<file path="src/rtl/clk_meas.sv">
// Purpose: clock-period meter; counts fsys cycles between two rising edges of an async input and derives the divider select.
// Latency: input edge to internal rise pulse is SYNC_STAGES+1 cycles; results plus a one-cycle valid follow the closing rise by one cycle.
// Backpressure: none; start is honoured only in IDLE, and results hold until the next capture.
// Build option: define CLK_MEAS_CONT_EN for continuous mode; leave it undefined for single-shot mode.
module clk_meas #(
    parameter int SIZE        = 26,
    parameter int SYNC_STAGES = 2
) (
    input  logic                    fsys,
    input  logic                    clk_meas_rst,
    input  logic                    clk_meas_in,
    input  logic                    clk_meas_start,
    output logic                    clk_meas_busy,
    output logic                    clk_meas_valid,
    output logic                    clk_meas_err,
    output logic [SIZE:0]           clk_meas_period,
    output logic [$clog2(SIZE)-1:0] clk_meas_s
);

    localparam int SW = $clog2(SIZE);
    localparam int MW = $clog2(SIZE + 1);

    // The count saturates at all-ones. The largest period that is still legal is 2^SIZE.
    localparam logic [SIZE:0] CNT_MAX = {(SIZE + 1){1'b1}};
    localparam logic [SIZE:0] CNT_ONE = {{SIZE{1'b0}}, 1'b1};
    localparam logic [SIZE:0] P_MAX   = {1'b1, {SIZE{1'b0}}};

    typedef enum logic [1:0] {
        IDLE  = 2'd0,
        ARM   = 2'd1,
        COUNT = 2'd2
    } state_t;

    state_t              state_q, state_d;
    logic [SYNC_STAGES-1:0] sync_q;
    logic                dly_q;
    logic [SIZE:0]       cnt_q, cnt_d;
    logic [SIZE:0]       period_q, period_d;
    logic [SW-1:0]       s_q, s_d;
    logic                err_q, err_d;
    logic                valid_q, valid_d;

    logic                rise;
    logic [MW-1:0]       msb;
    logic [SW-1:0]       log_s;
    logic                cnt_pow2;

    // Synchronizer chain plus one delay flop, used for rising-edge detection of the measured clock.
    always_ff @(posedge fsys or posedge clk_meas_rst) begin
        if (clk_meas_rst) begin
            sync_q <= '0;
            dly_q  <= 1'b0;
        end else begin
            sync_q <= {sync_q[SYNC_STAGES-2:0], clk_meas_in};
            dly_q  <= sync_q[SYNC_STAGES-1];
        end
    end

    assign rise = sync_q[SYNC_STAGES-1] & ~dly_q;

    // Find the index of the highest set bit of the count (floor log2). This gives s = log2(cnt) - 1.
    always_comb begin
        msb = '0;
        for (int i = 0; i <= SIZE; i++) begin
            if (cnt_q[i]) msb = MW'(i);
        end
    end

    assign log_s    = (msb == '0) ? '0 : SW'(msb - MW'(1));
    assign cnt_pow2 = (cnt_q != '0) && ((cnt_q & (cnt_q - CNT_ONE)) == '0);

    // State, counter and result registers.
    always_ff @(posedge fsys or posedge clk_meas_rst) begin
        if (clk_meas_rst) begin
            state_q  <= IDLE;
            cnt_q    <= '0;
            period_q <= '0;
            s_q      <= '0;
            err_q    <= 1'b0;
            valid_q  <= 1'b0;
        end else begin
            state_q  <= state_d;
            cnt_q    <= cnt_d;
            period_q <= period_d;
            s_q      <= s_d;
            err_q    <= err_d;
            valid_q  <= valid_d;
        end
    end

    // Next-state logic: wait for start, arm on an edge, then count up to the closing edge or to saturation.
    always_comb begin
        state_d  = state_q;
        cnt_d    = cnt_q;
        period_d = period_q;
        s_d      = s_q;
        err_d    = err_q;
        valid_d  = 1'b0;
        case (state_q)
            IDLE: begin
                // An edge in the same cycle as start is ignored; only edges seen in ARM open a measurement.
                if (clk_meas_start) state_d = ARM;
            end
            ARM: begin
                if (rise) begin
                    cnt_d   = CNT_ONE;
                    state_d = COUNT;
                end
            end
            COUNT: begin
                if (rise) begin
                    valid_d  = 1'b1;
                    period_d = cnt_q;
                    s_d      = log_s;
                    err_d    = ~cnt_pow2 || (cnt_q > P_MAX);
`ifdef CLK_MEAS_CONT_EN
                    // The closing edge also opens the next measurement.
                    cnt_d    = CNT_ONE;
`else
                    state_d  = IDLE;
`endif
                end else if (cnt_q == CNT_MAX) begin
                    // Timeout: no edge arrived before the counter saturated.
                    valid_d  = 1'b1;
                    period_d = CNT_MAX;
                    s_d      = '0;
                    err_d    = 1'b1;
                    state_d  = IDLE;
                end else begin
                    cnt_d = cnt_q + CNT_ONE;
                end
            end
            default: state_d = IDLE;
        endcase
    end

    assign clk_meas_busy   = (state_q != IDLE);
    assign clk_meas_valid  = valid_q;
    assign clk_meas_err    = err_q;
    assign clk_meas_period = period_q;
    assign clk_meas_s      = s_q;

endmodule

</file>
<file path="config.mk">
export PLATFORM = sky130hd
export DESIGN_NAME = clk_meas
export DESIGN_NICKNAME = d
export VERILOG_FILES = /design/src/rtl/clk_meas.sv
export SDC_FILE = /design/constraint.sdc
export NUM_CORES = 1
export LEC_CHECK = 0
export CORE_MARGIN = 10
export CORE_UTILIZATION = 55
export DETAILED_ROUTE_END_ITERATION = 8
export PLACE_DENSITY_LB_ADDON = 0.05
export SLEW_MARGIN = 20
export SYNTH_ARGS = -nofsm -noshare
export SYNTH_HDL_FRONTEND = slang
export SYNTH_SLANG_ARGS = --single-unit
export TNS_END_PERCENT = 50
</file>
<file path="constraint.sdc">
create_clock -name fsys -period 2.95 [get_ports fsys]
set_clock_uncertainty 0.05 [all_clocks]
set_input_delay 0.295 -clock fsys [delete_from_list [all_inputs] [get_ports fsys]]
set_output_delay 0.295 -clock fsys [all_outputs]
set_load 0.1 [all_outputs]
</file>
**Run 1: placement view**

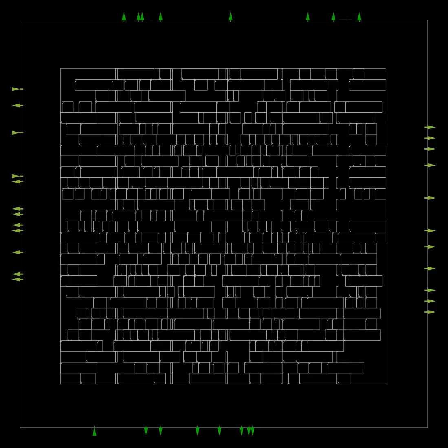
total number of tap cells: 77
final cell utilization of the core: 66.08%
tally of non-filler cells in the final layout: 497
fraction of area in registers: 38.94%
Site Rows: 29

**Run 1: routed metal, one color a layer**

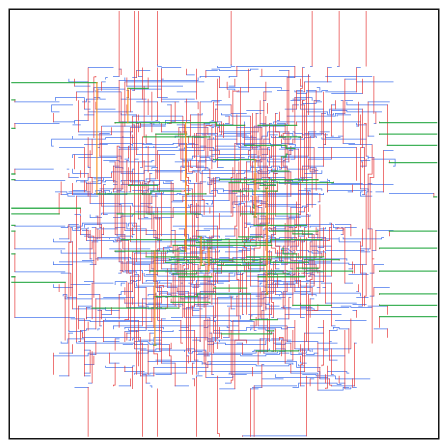
metal 1 -> blue  # wire length 4,220 um
metal 2 -> red  # wire length 4,200 um
metal 4 -> orange  # wire length 139 um
metal 3 -> green  # wire length 857 um
GRT Overall Usage: 18.95%
Routed WL per cell: 18.96 um
routed wire length: 9421 um

**Run 1: close-up of the layout**

Region (31, 11) to (71, 51) um. Cells in gray, sequential cells in the stronger gray; small squares are vias.
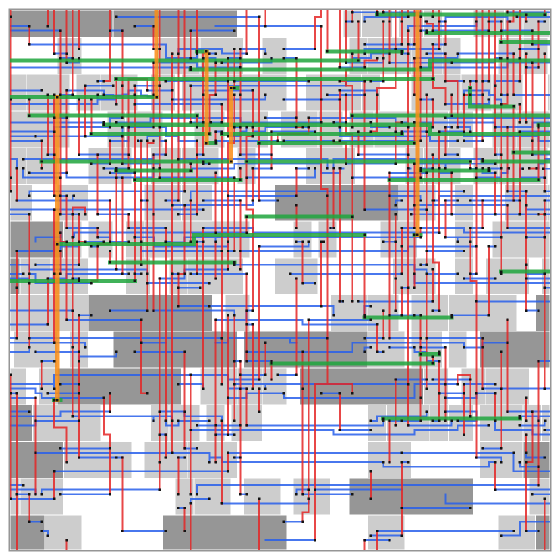
metal 3 -> green
metal 4 -> orange
metal 1 -> blue
metal 2 -> red
cells with their middle in the window = 127
most frequent = nor2_1 (12), buf_4 (12)
netlist names of flops here include = cnt_q (7), clk_meas_period (4)
sequential cells in the window = 11

==> results.yml, run 1 <==
# yosys + openroad results
sta:
  max_freq_mhz: 363.9
  final.setup.tns_ps: 0
  finalClockPeriodUsage_pct: 93.15
  worst_slew_margin_rel_pct: 51.48
  final_max_slew_violation_count: 0
  tightestPinTransition_ps: 726.1
  grt_setup_unrepaired: "false"
floorplan:
  starting_density_of_the_core_pct: 57.55
  die_w_um: 102.0
  dieArea_sq_um: 10400
  die_h_um: 102.0
  floorplan.io_pins: 39
setup_path:
  r2r-start: "cnt_q[21]$_DFFE_PP0P_"
  max_stage_delay_ps: 450
  cp_max_fo: 7
  worst_setup_path_start_kind: "flop"
  worst-r2r-cell-count: 10
  critPathBufInv: 2
  crit_family: "AND-OR/OR-AND gates"
  worstSetupStartpoint: "cnt_q[21]$_DFFE_PP0P_"
  cp_cell_sequence: "inv_1, a21oi_1, o31ai_1, and4bb_1, o21bai_1, ha_2, nand2_1, o31ai_4, inv_1, a22o_1"
placement:
  portBuffers: 38
  place_congestion: 0.9437
  post-place-cells: 481
clocking:
  tritoncts: "built"
  cts_htree_levels: 3
  max-clock-path-buffers: 2
  clock-sinks: 66
  cts_made_buffers: 9
  clk-insertion-delay-late_ps: 360
  cts.repair.resized: 0
  cts.root.buffer_cell: "sky130_fd_sc_hd__clkbuf_8"
drt:
  ant_nets: 0
  met1Wirelength_um: 4222
  vias_per_cell: 6.272
  detailedRoute.firstPassIterationCount: 5
  drcViolationCount: 0
  wl_met2_um: 4203
  topRoutingLayerUsed: "met4"
  detailroute.via_count: 3117
  drt_iter0_markers: 274
final_layout:
  flop_area_sq_um: 1653
  layout-area-overhead-vs-synth_pct: 14.83
  sequential_cell_total: 66
  comb_area_share_pct: 42.10
  drive_above_1_share_pct: 21.90
  comb_area_sq_um: 1787
  design.final.nets: 423
  final_common_cell: "sky130_fd_sc_hd__dfrtp_1"
  num-nonclk-inverters: 13
  clkbuf_count: 11
  clockNetworkAreaShare_pct: 5.159
  fill_cells: 536
synth:
  ys_top_cells_by_count: "sky130_fd_sc_hd__dfrtp_1 (66), sky130_fd_sc_hd__nor2_1 (51), sky130_fd_sc_hd__nand2_1 (23)"
  synthesis.nets: 385
  yosys.area_share.simple_pct: 23.63
  postSynthAreaPerCell_sq_um: 9.804
  syn_area_sq_um: 3696
  ys.flop_type: "sky130_fd_sc_hd__dfrtp_1"
  dominant_cell_by_count_in_the_synthesized_netlist: "sky130_fd_sc_hd__dfrtp_1"
  synth-compound-area-share_pct: 18.21
  synth_cell_type_count: 68
  ys_chip_area_sq_um: 3696
  synth_top_area_share_pct: 44.69
  enable_flop_cells: 0
  post_synth_main_area_contributors: "sky130_fd_sc_hd__dfrtp_1 (45%), sky130_fd_sc_hd__nor2_1 (5.2%), sky130_fd_sc_hd__o22a_1 (4.3%), sky130_fd_sc_hd__buf_6 (3.0%), sky130_fd_sc_hd__a21oi_1 (2.7%)"
  netlist.top_cell.by_area: "sky130_fd_sc_hd__dfrtp_1"
  post_synthesis_cell_count_from_yosys: 377
  synthAdderAreaFrac_pct: 1.354
flow_run:
  maxCapViolations: 0
pwr:
  clk-power_w: 0.000846
  p_leak_nw: 1.926
  power.net_switching_w: 0.002526
  seq-power_w: 0.00129
  total_power_w: 0.004731
  p_clk_share_pct: 17.9
  power_density_nw_per_um2: 1115
min_path:
  hp-class: "input pin to asynchronous set/reset pin"
global_routing:
  met3_usage_pct: 4.993
  global_route.usage.met2_pct: 28.35
  via_count_of_the_first_global_routing_pass: 3037
  grt_first_pass_wirelength_um: 15570
  grt.overflow.total: 0
run_status:
  outcome: "finished clean"
==> run 1 -> run 2 <==
--- a/config.mk
+++ b/config.mk
@@ -7,6 +7,7 @@
 export LEC_CHECK = 0
 export CORE_MARGIN = 10
 export CORE_UTILIZATION = 55
+export CTS_CLUSTER_SIZE = 30
 export DETAILED_ROUTE_END_ITERATION = 8
 export PLACE_DENSITY_LB_ADDON = 0.05
 export SLEW_MARGIN = 20
**Run 2: metal 3**

Bar = 20 um.
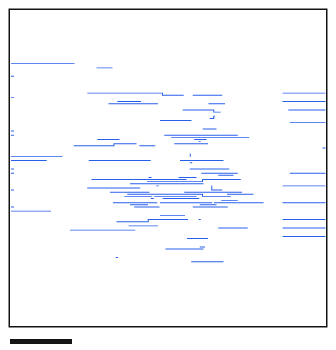
main direction = horizontal
wire length on this layer = 857 um
nets with wire on the layer = 66
total number of vias: 3,117
GR Layer Usage met3: 4.993%

==> results.yml, run 2 <==
# yosys + openroad results
clocking:
  ctsHoldBuffers: 0
  clock-sinks: 66
  clk_pin_slew_ps: 70
  cts_htree_levels: 3
  clk-insertion-delay-late_ps: 360
  cts.repair.resized: 0
  max-clock-path-buffers: 2
  cts.root.buffer_cell: "sky130_fd_sc_hd__clkbuf_8"
  tritoncts: "built"
  cts_made_buffers: 9
setup_path:
  critPathBufInv: 2
  worstPathArrival_ps: 2940
  worstSetupStartpoint: "cnt_q[21]$_DFFE_PP0P_"
  crit_family: "AND-OR/OR-AND gates"
  worst-r2r-cell-count: 10
  cp_max_fo: 7
  cp_cell_sequence: "inv_1, a21oi_1, o31ai_1, and4bb_1, o21bai_1, ha_2, nand2_1, o31ai_4, inv_1, a22o_1"
  max_stage_delay_ps: 450
  r2r-start: "cnt_q[21]$_DFFE_PP0P_"
  worst_setup_path_start_kind: "flop"
final_layout:
  layout.core_utilization_pct: 66.08
  layout-area-overhead-vs-synth_pct: 14.83
  comb_area_share_pct: 42.10
  number_of_signal_net_buffers_in_the_layout: 56
  comb_area_sq_um: 1787
  final_common_cell: "sky130_fd_sc_hd__dfrtp_1"
  flop_area_sq_um: 1653
  sequential_cell_total: 66
  num-nonclk-inverters: 13
  drive_above_1_share_pct: 21.90
  clkbuf_count: 11
  seqAreaFraction_pct: 38.94
  design.final.nets: 423
  clockNetworkAreaShare_pct: 5.159
  combinational_gates: 269
  layout.cells.non_filler: 497
  fill_cells: 536
synth:
  ys.flop_type: "sky130_fd_sc_hd__dfrtp_1"
  ys_chip_area_sq_um: 3696
  postSynthCellCount: 377
  postSynthAreaPerCell_sq_um: 9.804
  dominant_cell_by_count_in_the_synthesized_netlist: "sky130_fd_sc_hd__dfrtp_1"
  synthesis.nets: 385
  post_synthesis_cell_count_from_yosys: 377
  synth_top_area_share_pct: 44.69
  ys_top_cells_by_count: "sky130_fd_sc_hd__dfrtp_1 (66), sky130_fd_sc_hd__nor2_1 (51), sky130_fd_sc_hd__nand2_1 (23)"
  syn_area_sq_um: 3696
  enable_flop_cells: 0
  synthAdderAreaFrac_pct: 1.354
  netlist.top_cell.by_area: "sky130_fd_sc_hd__dfrtp_1"
  ys_top_logic_family: "simple AND/OR/NAND/NOR gates"
  synth_cell_type_count: 68
  synth-compound-area-share_pct: 18.21
  yosys.area_share.simple_pct: 23.63
  post_synth_main_area_contributors: "sky130_fd_sc_hd__dfrtp_1 (45%), sky130_fd_sc_hd__nor2_1 (5.2%), sky130_fd_sc_hd__o22a_1 (4.3%), sky130_fd_sc_hd__buf_6 (3.0%), sky130_fd_sc_hd__a21oi_1 (2.7%)"
sta:
  final_max_slew_violation_count: 0
  max_freq_mhz: 363.9
  whs_ps: 272.0
  tightestPinTransition_ps: 726.1
  worst_slew_margin_rel_pct: 51.48
  final.setup.tns_ps: 0
  time_the_worst_path_needs_with_i_o_delays_and_setup_ps: 2748
  grt_setup_unrepaired: "false"
  finalClockPeriodUsage_pct: 93.15
placement:
  place_congestion: 0.9437
  post-place-cells: 481
  portBuffers: 38
floorplan:
  floorplan.io_pins: 39
  starting_density_of_the_core_pct: 57.55
  tapcell.inserted: 77
  std_cell_rows: 29
  die_h_um: 102.0
  dieArea_sq_um: 10400
  die_w_um: 102.0
global_routing:
  via_count_of_the_first_global_routing_pass: 3037
  global_route.usage.met2_pct: 28.35
  grt_first_pass_wirelength_um: 15570
  grt.overflow.total: 0
  number_of_antenna_violations_at_the_first_check_in_global_routing: 0
  grt_overall_usage_pct: 18.95
pwr:
  total_power_w: 0.004731
  clk-power_w: 0.000846
  p_clk_share_pct: 17.9
  p_leak_nw: 1.926
  power_combinational_w: 0.00259
  power.net_switching_w: 0.002526
  power_density_nw_per_um2: 1115
  seq-power_w: 0.00129
drt:
  topRoutingLayerUsed: "met4"
  ant_nets: 0
  met1Wirelength_um: 4222
  wl_met2_um: 4203
  routedWlPerCell_um: 18.96
  detailedRoute.firstPassIterationCount: 5
  drt_iter0_markers: 274
  vias_per_cell: 6.272
  routed_wl_um: 9421
  drcViolationCount: 0
min_path:
  hp-class: "input pin to asynchronous set/reset pin"
flow_run:
  warning_count: 28
  maxCapViolations: 0
run_status:
  outcome: "finished clean"
**Run 2: routed metal, one color a layer**

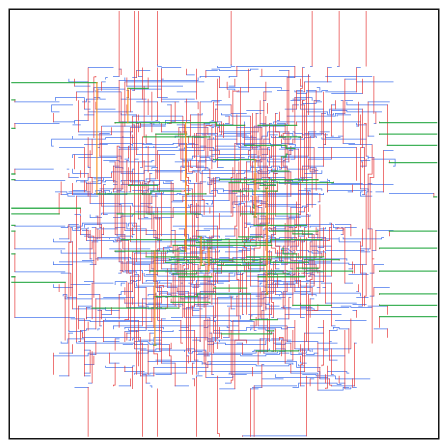
metal 3 -> green  # wire length 857 um
metal 1 -> blue  # wire length 4,220 um
metal 2 -> red  # wire length 4,200 um
metal 4 -> orange  # wire length 139 um

**Run 2: placement view**

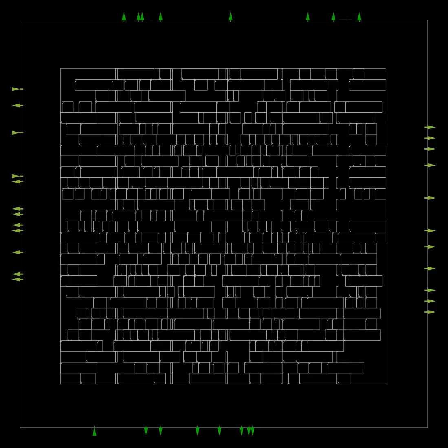

==> run 2 -> run 3 <==
--- a/config.mk
+++ b/config.mk
@@ -5,8 +5,11 @@
 export SDC_FILE = /design/constraint.sdc
 export NUM_CORES = 1
 export LEC_CHECK = 0
+export CELL_PAD_IN_SITES_DETAIL_PLACEMENT = 0
+export CELL_PAD_IN_SITES_GLOBAL_PLACEMENT = 1
 export CORE_MARGIN = 10
-export CORE_UTILIZATION = 55
+export CORE_UTILIZATION = 44
+export CTS_CLUSTER_DIAMETER = 40
 export CTS_CLUSTER_SIZE = 30
 export DETAILED_ROUTE_END_ITERATION = 8
 export PLACE_DENSITY_LB_ADDON = 0.05
**Run 3: placement view**

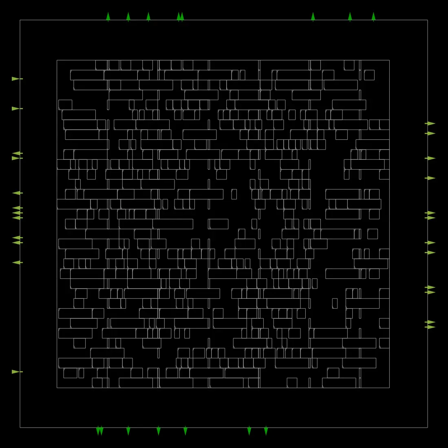
Site Rows: 33
fill cell instance count of the final layout: 789
fraction of area in registers: 38.80%

**Run 3: routed metal, one color a layer**

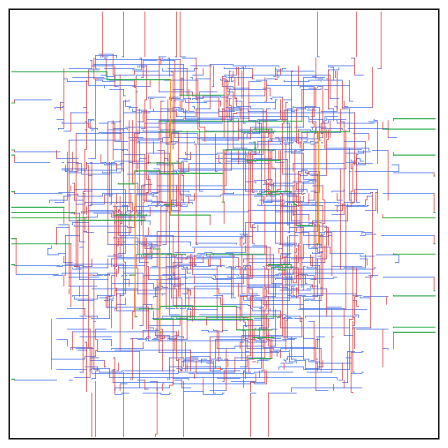
metal 1 -> blue  # wire length 4,800 um
metal 4 -> orange  # wire length 138 um
metal 2 -> red  # wire length 4,460 um
metal 3 -> green  # wire length 573 um

==> results.yml, run 3 <==
# yosys + openroad results
placement:
  portBuffers: 38
  place_congestion: 0.8936
  post-place-cells: 509
synth:
  syn_area_sq_um: 3696
  post_synthesis_cell_count_from_yosys: 377
  ys_top_cells_by_count: "sky130_fd_sc_hd__dfrtp_1 (66), sky130_fd_sc_hd__nor2_1 (51), sky130_fd_sc_hd__nand2_1 (23)"
  netlist.top_cell.by_area: "sky130_fd_sc_hd__dfrtp_1"
  yosys.area_share.simple_pct: 23.63
  ys.flop_type: "sky130_fd_sc_hd__dfrtp_1"
  synth_cell_type_count: 68
  synthesis.nets: 385
  post_synth_main_area_contributors: "sky130_fd_sc_hd__dfrtp_1 (45%), sky130_fd_sc_hd__nor2_1 (5.2%), sky130_fd_sc_hd__o22a_1 (4.3%), sky130_fd_sc_hd__buf_6 (3.0%), sky130_fd_sc_hd__a21oi_1 (2.7%)"
  synth-compound-area-share_pct: 18.21
  synthAdderAreaFrac_pct: 1.354
  postSynthCellCount: 377
  ys_top_logic_family: "simple AND/OR/NAND/NOR gates"
drt:
  detailroute.via_count: 2999
  drcViolationCount: 0
  met1Wirelength_um: 4799
  routed_wl_um: 9967
  routedWlPerCell_um: 18.98
  drt_iter0_markers: 199
  wl_met2_um: 4456
  vias_per_cell: 5.712
  ant_nets: 0
  topRoutingLayerUsed: "met4"
pwr:
  power_combinational_w: 0.00260
  clk-power_w: 0.000790
  p_leak_nw: 1.911
  power.net_switching_w: 0.002549
  power_density_nw_per_um2: 1096
  total_power_w: 0.004666
  p_clk_share_pct: 16.9
setup_path:
  worstPathArrival_ps: 2920
  cp_max_fo: 4
  worst-r2r-cell-count: 11
  r2r-start: "cnt_q[11]$_DFFE_PP0P_"
  worstSetupStartpoint: "cnt_q[11]$_DFFE_PP0P_"
sta:
  max_freq_mhz: 366.4
  whs_ps: 298.4
  finalClockPeriodUsage_pct: 92.51
  time_the_worst_path_needs_with_i_o_delays_and_setup_ps: 2729
  worst_slew_margin_rel_pct: 45.77
  grt_setup_unrepaired: "false"
  final.setup.tns_ps: 0
floorplan:
  die_h_um: 111.7
  tapcell.inserted: 105
  floorplan.io_pins: 39
  dieArea_sq_um: 12470
  die_w_um: 111.7
min_path:
  hp-class: "input pin to asynchronous set/reset pin"
clocking:
  clk_pin_slew_ps: 80
  max-clock-path-buffers: 2
  clock-sinks: 66
  cts.root.buffer_cell: "sky130_fd_sc_hd__clkbuf_8"
  clk-insertion-delay-late_ps: 350
  tritoncts: "built"
  cts_made_buffers: 9
  cts_htree_levels: 3
  cts.repair.resized: 0
  ctsHoldBuffers: 0
global_routing:
  global_route.usage.met2_pct: 23.89
  met3_usage_pct: 4.294
  grt_first_pass_wirelength_um: 16280
  via_count_of_the_first_global_routing_pass: 2975
  grt_overall_usage_pct: 16.05
  grt.overflow.total: 0
final_layout:
  layout.core_utilization_pct: 52.07
  sequential_cell_total: 66
  number_of_signal_net_buffers_in_the_layout: 56
  flop_area_sq_um: 1652
  design.final.nets: 423
  final_common_cell: "sky130_fd_sc_hd__dfrtp_1"
  combinational_gates: 269
  comb_area_share_pct: 41.83
  drive_above_1_share_pct: 21.43
  comb_area_sq_um: 1780
run_status:
  outcome: "finished clean"

==> layout pictures side by side <==
Clock wires, drivers and flops.
Bar = 20 um.
shot_01.png
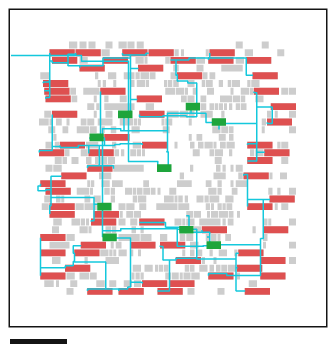
shot_02.png
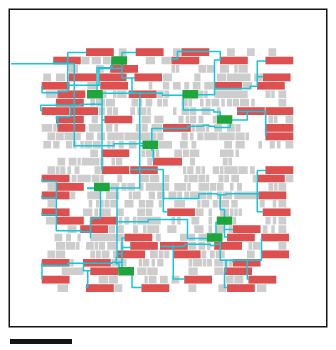
shot_02.png comes from run 1.
shot_01.png comes from run 3.

No activity file was given, so power comes from the tool's default toggle rates.
